--- config.mk ---
export PLATFORM = sky130hd
export DESIGN_NAME = stage_sequencer
export DESIGN_NICKNAME = d
export VERILOG_FILES = /design/src/rtl/stage_sequencer.sv
export SDC_FILE = /design/constraint.sdc
export NUM_CORES = 1
export LEC_CHECK = 0
export ABC_CLOCK_PERIOD_IN_PS = 2700
export CORE_ASPECT_RATIO = 0.7
export CORE_MARGIN = 3
export CORE_UTILIZATION = 38
export CTS_BUF_LIST = sky130_fd_sc_hd__clkbuf_2
export CTS_CLUSTER_DIAMETER = 50
export CTS_CLUSTER_SIZE = 8
export DETAILED_ROUTE_END_ITERATION = 8
export GPL_TIMING_DRIVEN = 0
export PLACE_DENSITY = 0.75
export SYNTH_ARGS = -nofsm -noshare
export SYNTH_HDL_FRONTEND = slang
export SYNTH_SLANG_ARGS = --single-unit
--- constraint.sdc ---
create_clock -name CLK -period 2.7 [get_ports CLK]
set_input_delay 0.81 -clock CLK [delete_from_list [all_inputs] [get_ports CLK]]
set_output_delay 0.81 -clock CLK [all_outputs]
set_load 0.01 [all_outputs]
--- src/rtl/stage_sequencer.sv ---
// Multi-cycle Y86 stage sequencer: walks each instruction through FETCH..PCUPD and halts on faults.
// Optional retired-instruction counter is enabled by defining SEQ_INSTR_COUNT_EN.
`timescale 1ns/1ps

module stage_sequencer #(
  parameter int MEM_TIMEOUT = 16
) (
  input  logic        CLK,
  input  logic        RST_N,
  input  logic        start,
  input  logic [3:0]  icode,
  input  logic        imem_error,
  input  logic        dmem_ack,
  input  logic        dmem_error,
  output logic        fetch_en,
  output logic        decode_en,
  output logic        exec_en,
  output logic        wb_en,
  output logic        pc_en,
  output logic        mem_req,
  output logic        retire,
  output logic [2:0]  stat,
  output logic        busy,
  output logic [31:0] instr_count
);

  typedef enum logic [2:0] {
    S_IDLE, S_FETCH, S_DECODE, S_EXEC, S_MEM, S_WB, S_PCUPD, S_HALTED
  } state_t;

  localparam logic [2:0] STAT_AOK = 3'd1;
  localparam logic [2:0] STAT_HLT = 3'd2;
  localparam logic [2:0] STAT_ADR = 3'd3;
  localparam logic [2:0] STAT_INS = 3'd4;

  localparam int             WAIT_W    = $clog2(MEM_TIMEOUT + 1);
  localparam logic [WAIT_W-1:0] WAIT_LAST = WAIT_W'(MEM_TIMEOUT - 1);

  state_t            r_state;
  logic [2:0]        r_stat;
  logic [3:0]        r_icode_q;
  logic [WAIT_W-1:0] r_wait;

  // NOTE: all state uses non-blocking assignments so every register samples pre-edge values.
  always_ff @(posedge CLK or negedge RST_N) begin
    if (!RST_N) begin
      r_state   <= S_IDLE;
      r_stat    <= STAT_AOK;
      r_icode_q <= '0;
      r_wait    <= '0;
    end else begin
      unique case (r_state)
        S_IDLE: if (start) r_state <= S_FETCH;
        S_FETCH: begin
          if (imem_error) begin
            r_stat  <= STAT_ADR;
            r_state <= S_HALTED;
          end else begin
            r_icode_q <= icode;
            r_state   <= S_DECODE;
          end
        end
        S_DECODE: begin
          if (r_icode_q == 4'h0) begin
            r_stat  <= STAT_HLT;
            r_state <= S_HALTED;
          end else if (r_icode_q > 4'hB) begin
            r_stat  <= STAT_INS;
            r_state <= S_HALTED;
          end else begin
            r_state <= S_EXEC;
          end
        end
        S_EXEC: begin
          case (r_icode_q)
            4'h4, 4'h5, 4'h8, 4'h9, 4'hA, 4'hB: begin
              r_wait  <= '0;
              r_state <= S_MEM;
            end
            4'h2, 4'h3, 4'h6: r_state <= S_WB;
            default:          r_state <= S_PCUPD;
          endcase
        end
        S_MEM: begin
          // An ack on the final allowed cycle wins over the timeout.
          if (dmem_ack) begin
            if (dmem_error) begin
              r_stat  <= STAT_ADR;
              r_state <= S_HALTED;
            end else if (r_icode_q == 4'h4) begin
              r_state <= S_PCUPD;
            end else begin
              r_state <= S_WB;
            end
          end else if (r_wait == WAIT_LAST) begin
            r_stat  <= STAT_ADR;
            r_state <= S_HALTED;
          end else begin
            r_wait <= r_wait + 1'b1;
          end
        end
        S_WB:     r_state <= S_PCUPD;
        S_PCUPD:  r_state <= S_FETCH;
        S_HALTED: r_state <= S_HALTED;
        default:  r_state <= S_IDLE;
      endcase
    end
  end

  // Moore outputs: pure decode of the state register, so reset clears them without a clock.
  assign fetch_en  = (r_state == S_FETCH);
  assign decode_en = (r_state == S_DECODE);
  assign exec_en   = (r_state == S_EXEC);
  assign mem_req   = (r_state == S_MEM);
  assign wb_en     = (r_state == S_WB);
  assign pc_en     = (r_state == S_PCUPD);
  assign retire    = (r_state == S_PCUPD);
  assign busy      = (r_state != S_IDLE) && (r_state != S_HALTED);
  assign stat      = r_stat;

`ifdef SEQ_INSTR_COUNT_EN
  logic [31:0] r_instr_count;

  always_ff @(posedge CLK or negedge RST_N) begin
    if (!RST_N)                r_instr_count <= '0;
    else if (r_state == S_PCUPD) r_instr_count <= r_instr_count + 32'd1;
  end

  assign instr_count = r_instr_count;
`else
  assign instr_count = 32'd0;
`endif

endmodule

Fig. 1: run 1, metal 3
Drawn at 4 px/um.
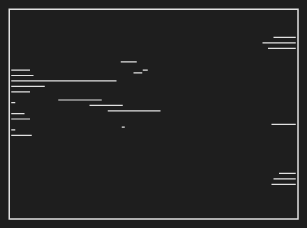
wire length on this layer	141 um
nets with wire on the layer	22
main direction	horizontal
share of all routed wire	5.8%

Fig. 2: run 1, routing congestion map
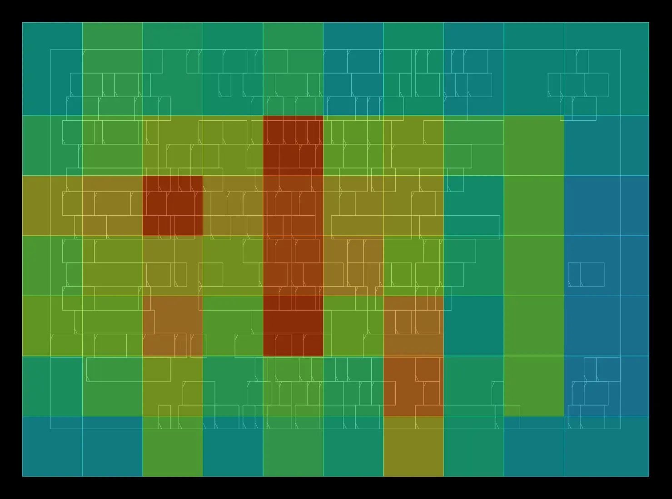
gr busiest metal: met2
global routing usage on met2: 22.87%
GR Layer Usage met1: 16.14%
met3 usage: 4.633%
Core Util, Final: 54.23%

Fig. 3: run 1, the metal 2 layer
Drawn at 4 px/um.
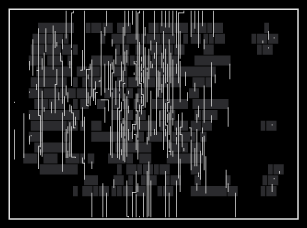
nets with wire on the layer	158
longest straight run	23.1 um
main direction	vertical
wire length on this layer	1270 um
share of all routed wire	52%

==> flow_summary.yaml, run 1 <==
# flow metrics
final_layout:
  stdcell_count: 221
  n_antenna_cell: 0
  drive_above_1_share_pct: 27.57
  num-multi-input-gates: 94
  seq_share_pct: 24.43
  inverters_excl_clock: 12
  stdcell_area_sq_um: 1541
floorplanning:
  rows: 16
  dieWidth_um: 71.82
  dieArea_sq_um: 3740
  io_pins: 53
grt:
  grt_pass1_wl_um: 3877
  first_global_vias: 885
cts:
  cts_max_path_buffers: 2
  cts-root-buf: "clkbuf_2"
  post_cts_buffers: 0
worst_setup_path:
  startpoint: "r_state[1]"
  endpoint: "retire"
  critical_path_depth: 5
  crit_chain: "clkbuf_4 > inv_1 > nor3_1 > buf_4 > clkdlybuf4s50_1"
  crit_fanout: 10
  rr_endpoint: "r_wait[2]"
power:
  top_power_group: "combinational cells"
  power_switching_uw: 464.8
  power_leakage_uw: 0.0007919
  seq_power_share_pct: 34.1
  power_clock_uw: 109
  p_sw_share_pct: 39.93
sta:
  holdWs_ns: 0.5056
  rsz0062_at_grt: "yes"
  fin_ws_ns: 0.001505
  slew_viol_final: 0
  clock_skew_ns: 0.005353
  hold_viol: 0
run_status:
  status: "completed"
routing:
  drt_wl_total_um: 2440
  via_per_inst: 4.385
synthesis:
  ys_ff: 15
  yosys_area_sq_um: 1152
  synth.avg_cell_area_sq_um: 8.864
  area_leaders: "dfrtp_1 30%, buf_4 22%, mux2_2 4.9%"
run 1: registers in the layout, summed over array words and instances, names as in the netlist:
register / cells
r_wait: 5
r_icode_q: 4
r_state: 3
stat: 3
run 1: cell usage after synthesis (all sizes together):
cell type / instances
a31o: 1
conb: 1
o211ai: 3
dfstp: 1
o21a: 1
nand2: 2
nor3b: 2
nor3: 5
o2bb2ai: 1
and2: 1
a211oi: 2
ha: 2
dfrtp: 14
a21o: 1
and3: 1
nor2b: 1
a311oi: 1
nand3: 1
o311ai: 1
nor4b: 1
or2: 1
nand3b: 1
buf: 36
clkbuf: 4
a31oi: 1
mux2: 5
or4: 2
nand2b: 1
o31ai: 2
o32ai: 1
or3b: 2
or3: 1
a2111oi: 1
nor2: 2
inv: 12
a22oi: 1
a21oi: 4
nor4: 1
o211a: 1
and2b: 1
o21ai: 7
run 1: metal layers:
metal	vias to the layer above	track usage, %	routed length, um
li1	495	-	-
met1	443	16.14	1027
met2	29	22.87	1266
met3	2	4.633	140
met4	0	1.875	5
met5	-	0	0
run 1: cells by family after synthesis:
| group | synth area share (%) |
|---|---|
| buffers and inverters | 28.77 |
| DFF | 32.68 |
| and+or+nand+nor | 13.90 |
| muxes | 4.886 |
| adders and majority gates | 2.171 |
| other | 0.3254 |
| AOI/OAI and AO/OA | 17.26 |
run 1: how the worst min path moves through the flow:
stage | slack [ns] | start | to | cells past startpoint
after CTS | 0.52 | stat[0] | stat[0] | 2
after detailed placement | 0.50 | stat[0] | stat[0] | 2
after global routing | 0.55 | stat[0] | stat[0] | 2
after floorplan | 0.49 | stat[0] | stat[0] | 2
final | 0.51 | stat[0] | stat[0] | 2
after global placement | 0.48 | stat[0] | stat[0] | 2
==> run 2, diff against run 1 <==
--- a/config.mk
+++ b/config.mk
@@ -9,7 +9,6 @@
 export CORE_ASPECT_RATIO = 0.7
 export CORE_MARGIN = 3
 export CORE_UTILIZATION = 38
-export CTS_BUF_LIST = sky130_fd_sc_hd__clkbuf_2
 export CTS_CLUSTER_DIAMETER = 50
 export CTS_CLUSTER_SIZE = 8
 export DETAILED_ROUTE_END_ITERATION = 8
Fig. 4: run 2, metal 3
Drawn at 4 px/um.
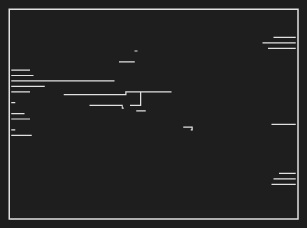
wire length on this layer	153 um
share of all routed wire	6.2%
main direction	horizontal
longest straight run	25.5 um

==> flow_summary.yaml, run 2 <==
# flow metrics
grt:
  grt-busiest-layer: "met2"
  grt_max_degree: 16
  use_met3_pct: 4.633
  use_met1_pct: 16.14
  first_global_vias: 882
  track_usage_pct: 13.22
  grt_pass1_wl_um: 3891
  grtUsageMet2_pct: 23.63
worst_setup_path:
  crit_arrival_ns: 1.82
  ff2ff_setup_slack_ns: 0.54
  crit_fanout: 10
  critPathKind: "reg2out"
  crit_slowest_cell: "clkdlybuf4s50_1"
  reg2reg_from: "r_wait[0]"
  cpPeakStageDelay_ns: 0.53
  rr_endpoint: "r_wait[2]"
  r2r_cells: 7
  cp-end-kind: "output port"
  crit_chain: "clkbuf_4 > inv_1 > nor3_2 > buf_4 > clkdlybuf4s50_1"
routing:
  via_per_inst: 4.371
  drt_wl_total_um: 2477
  wl_met3_um: 153
  top_layer_used: "met4"
  wl_met1_um: 998
  route.detailed.drc: 0
  wl_met2_um: 1311
synthesis:
  ff_type: "dfrtp_1"
  top_cell_area_share_pct: 30.40
  ys_ff: 15
  yosysTopAreaCell: "dfrtp_1"
  yosysMostFrequentCell: "buf_4"
  ys_async_sr_fraction_pct: 100.0
  area_leaders: "dfrtp_1 30%, buf_4 22%, mux2_2 4.9%"
  netlist_area_sq_um: 1152
  edf_count: 0
  synth.avg_cell_area_sq_um: 8.864
  synthDistinctLibCells: 44
  ys_seq_share_pct: 32.68
  yosys_area_sq_um: 1152
  ys_top_cells_by_count: "34 x buf_4, 14 x dfrtp_1, 12 x inv_1, 7 x o21ai_0"
sta:
  hold_viol: 0
  fmax_mhz: 380.5
  rsz0062_at_grt: "no"
  fin_crit_sh_pct: 97.33
  clock_skew_ns: 0.001580
  slew-limit-headroom_pct: 55.06
  slew_viol_final: 0
  period_needed_ns: 2.628
floorplanning:
  n_tap_cell: 36
  rows: 16
  dieArea_sq_um: 3740
  fp.coreArea_sq_um: 2843
  io_pins: 53
  dieWidth_um: 71.82
final_layout:
  top_regs: "r_wait x5, r_icode_q x4"
  n_antenna_cell: 0
  buffers: 60
  nClkBuffers: 4
  num-multi-input-gates: 94
  seq_share_pct: 23.83
  largest_reg_flops: 5
  top_register: "r_wait"
  fillCellCount: 257
  inverters_excl_clock: 12
  stdcell_area_sq_um: 1580
  drive_above_1_share_pct: 28.11
power:
  finalPower_uw: 1248
  p_sw_share_pct: 38.26
  power_switching_uw: 477.6
  p_clk_share_pct: 14.4
  power_leakage_uw: 0.0008138
  seq_power_share_pct: 32.1
placement:
  place.gp.congestion: 0.8848
  io_buffers: 20
cts:
  cts_max_path_buffers: 2
  post_cts_buffers: 0
  cts-root-buf: "clkbuf_8"
  clock_latency_ns: 0.25
hold_path:
  min_from: "stat[0]"
  hold_end: "stat[0]"
  hold_depth: 2
  hold_class: "reg2reg"
run_status:
  status: "completed"
==> run 2: cell counts after synthesis <==
Identical to the previous run, type by type.
==> run 2: logic make-up (layout without fill, tap and decap cells) <==
kind of cell	after synthesis	count (layout)	share of synthesized area (%)
buffers and inverters	52	76	28.77
AOI/OAI and AO/OA	29	29	17.26
and+or+nand+nor	26	26	13.90
DFF	15	15	32.68
muxes	5	5	4.886
adders and majority gates	2	2	2.171
other	1	32	0.3254
==> run 2: worst max-delay path by stage <==
stage | startpoint | to | slack [ns] | cells after the start
after floorplan | r_state[1] | retire | 0.68 | 4
after global placement | dmem_ack | r_state[0] | 0.22 | 5
after detailed placement | r_state[1] | retire | 0.19 | 5
after CTS | r_state[2] | mem_req | 0.02 | 5
after global routing | r_state[1] | retire | 0.002 | 5
final | r_state[1] | retire | 0.07 | 5
==> run 2: stage by stage <==
stage | setup WS (ns) | instances | util (%) | hold slack (ns)
2_1_floorplan | 0.6759 | 161 | - | 0.4858
3_3_place_gp | 0.2154 | 217 | 53.26 | 0.4780
3_5_place_dp | 0.1867 | 217 | 53.26 | 0.4959
4_1_cts | 0.01796 | 221 | 55.06 | 0.5046
5_1_grt | 0.001534 | 221 | 55.59 | 0.5335
6_report | 0.07198 | 221 | 55.59 | 0.4917
==> run 2: tightest hold or removal path, cell delays in order (launching register included) <==
cell	delay, ns
dfstp_2	0.36
inv_1	0.04
o21ai_0	0.08
==> run 2: power by group through the flow <==
stage	logic (uW)	clock network (uW)	registers [uW]
finish	667	180	401
global route	740	201	415
CTS	659	185	398
detailed placement	644	0	401
global placement	626	0	392
floorplan	425	0	393
==> run 2: timing repair <==
action / 4_1_cts / 5_1_grt
pin swaps: 0 / 0
gates resized: 2 / 5
setup endpoints to repair: 3 / 4
Power and IR drop assume default switching activity.
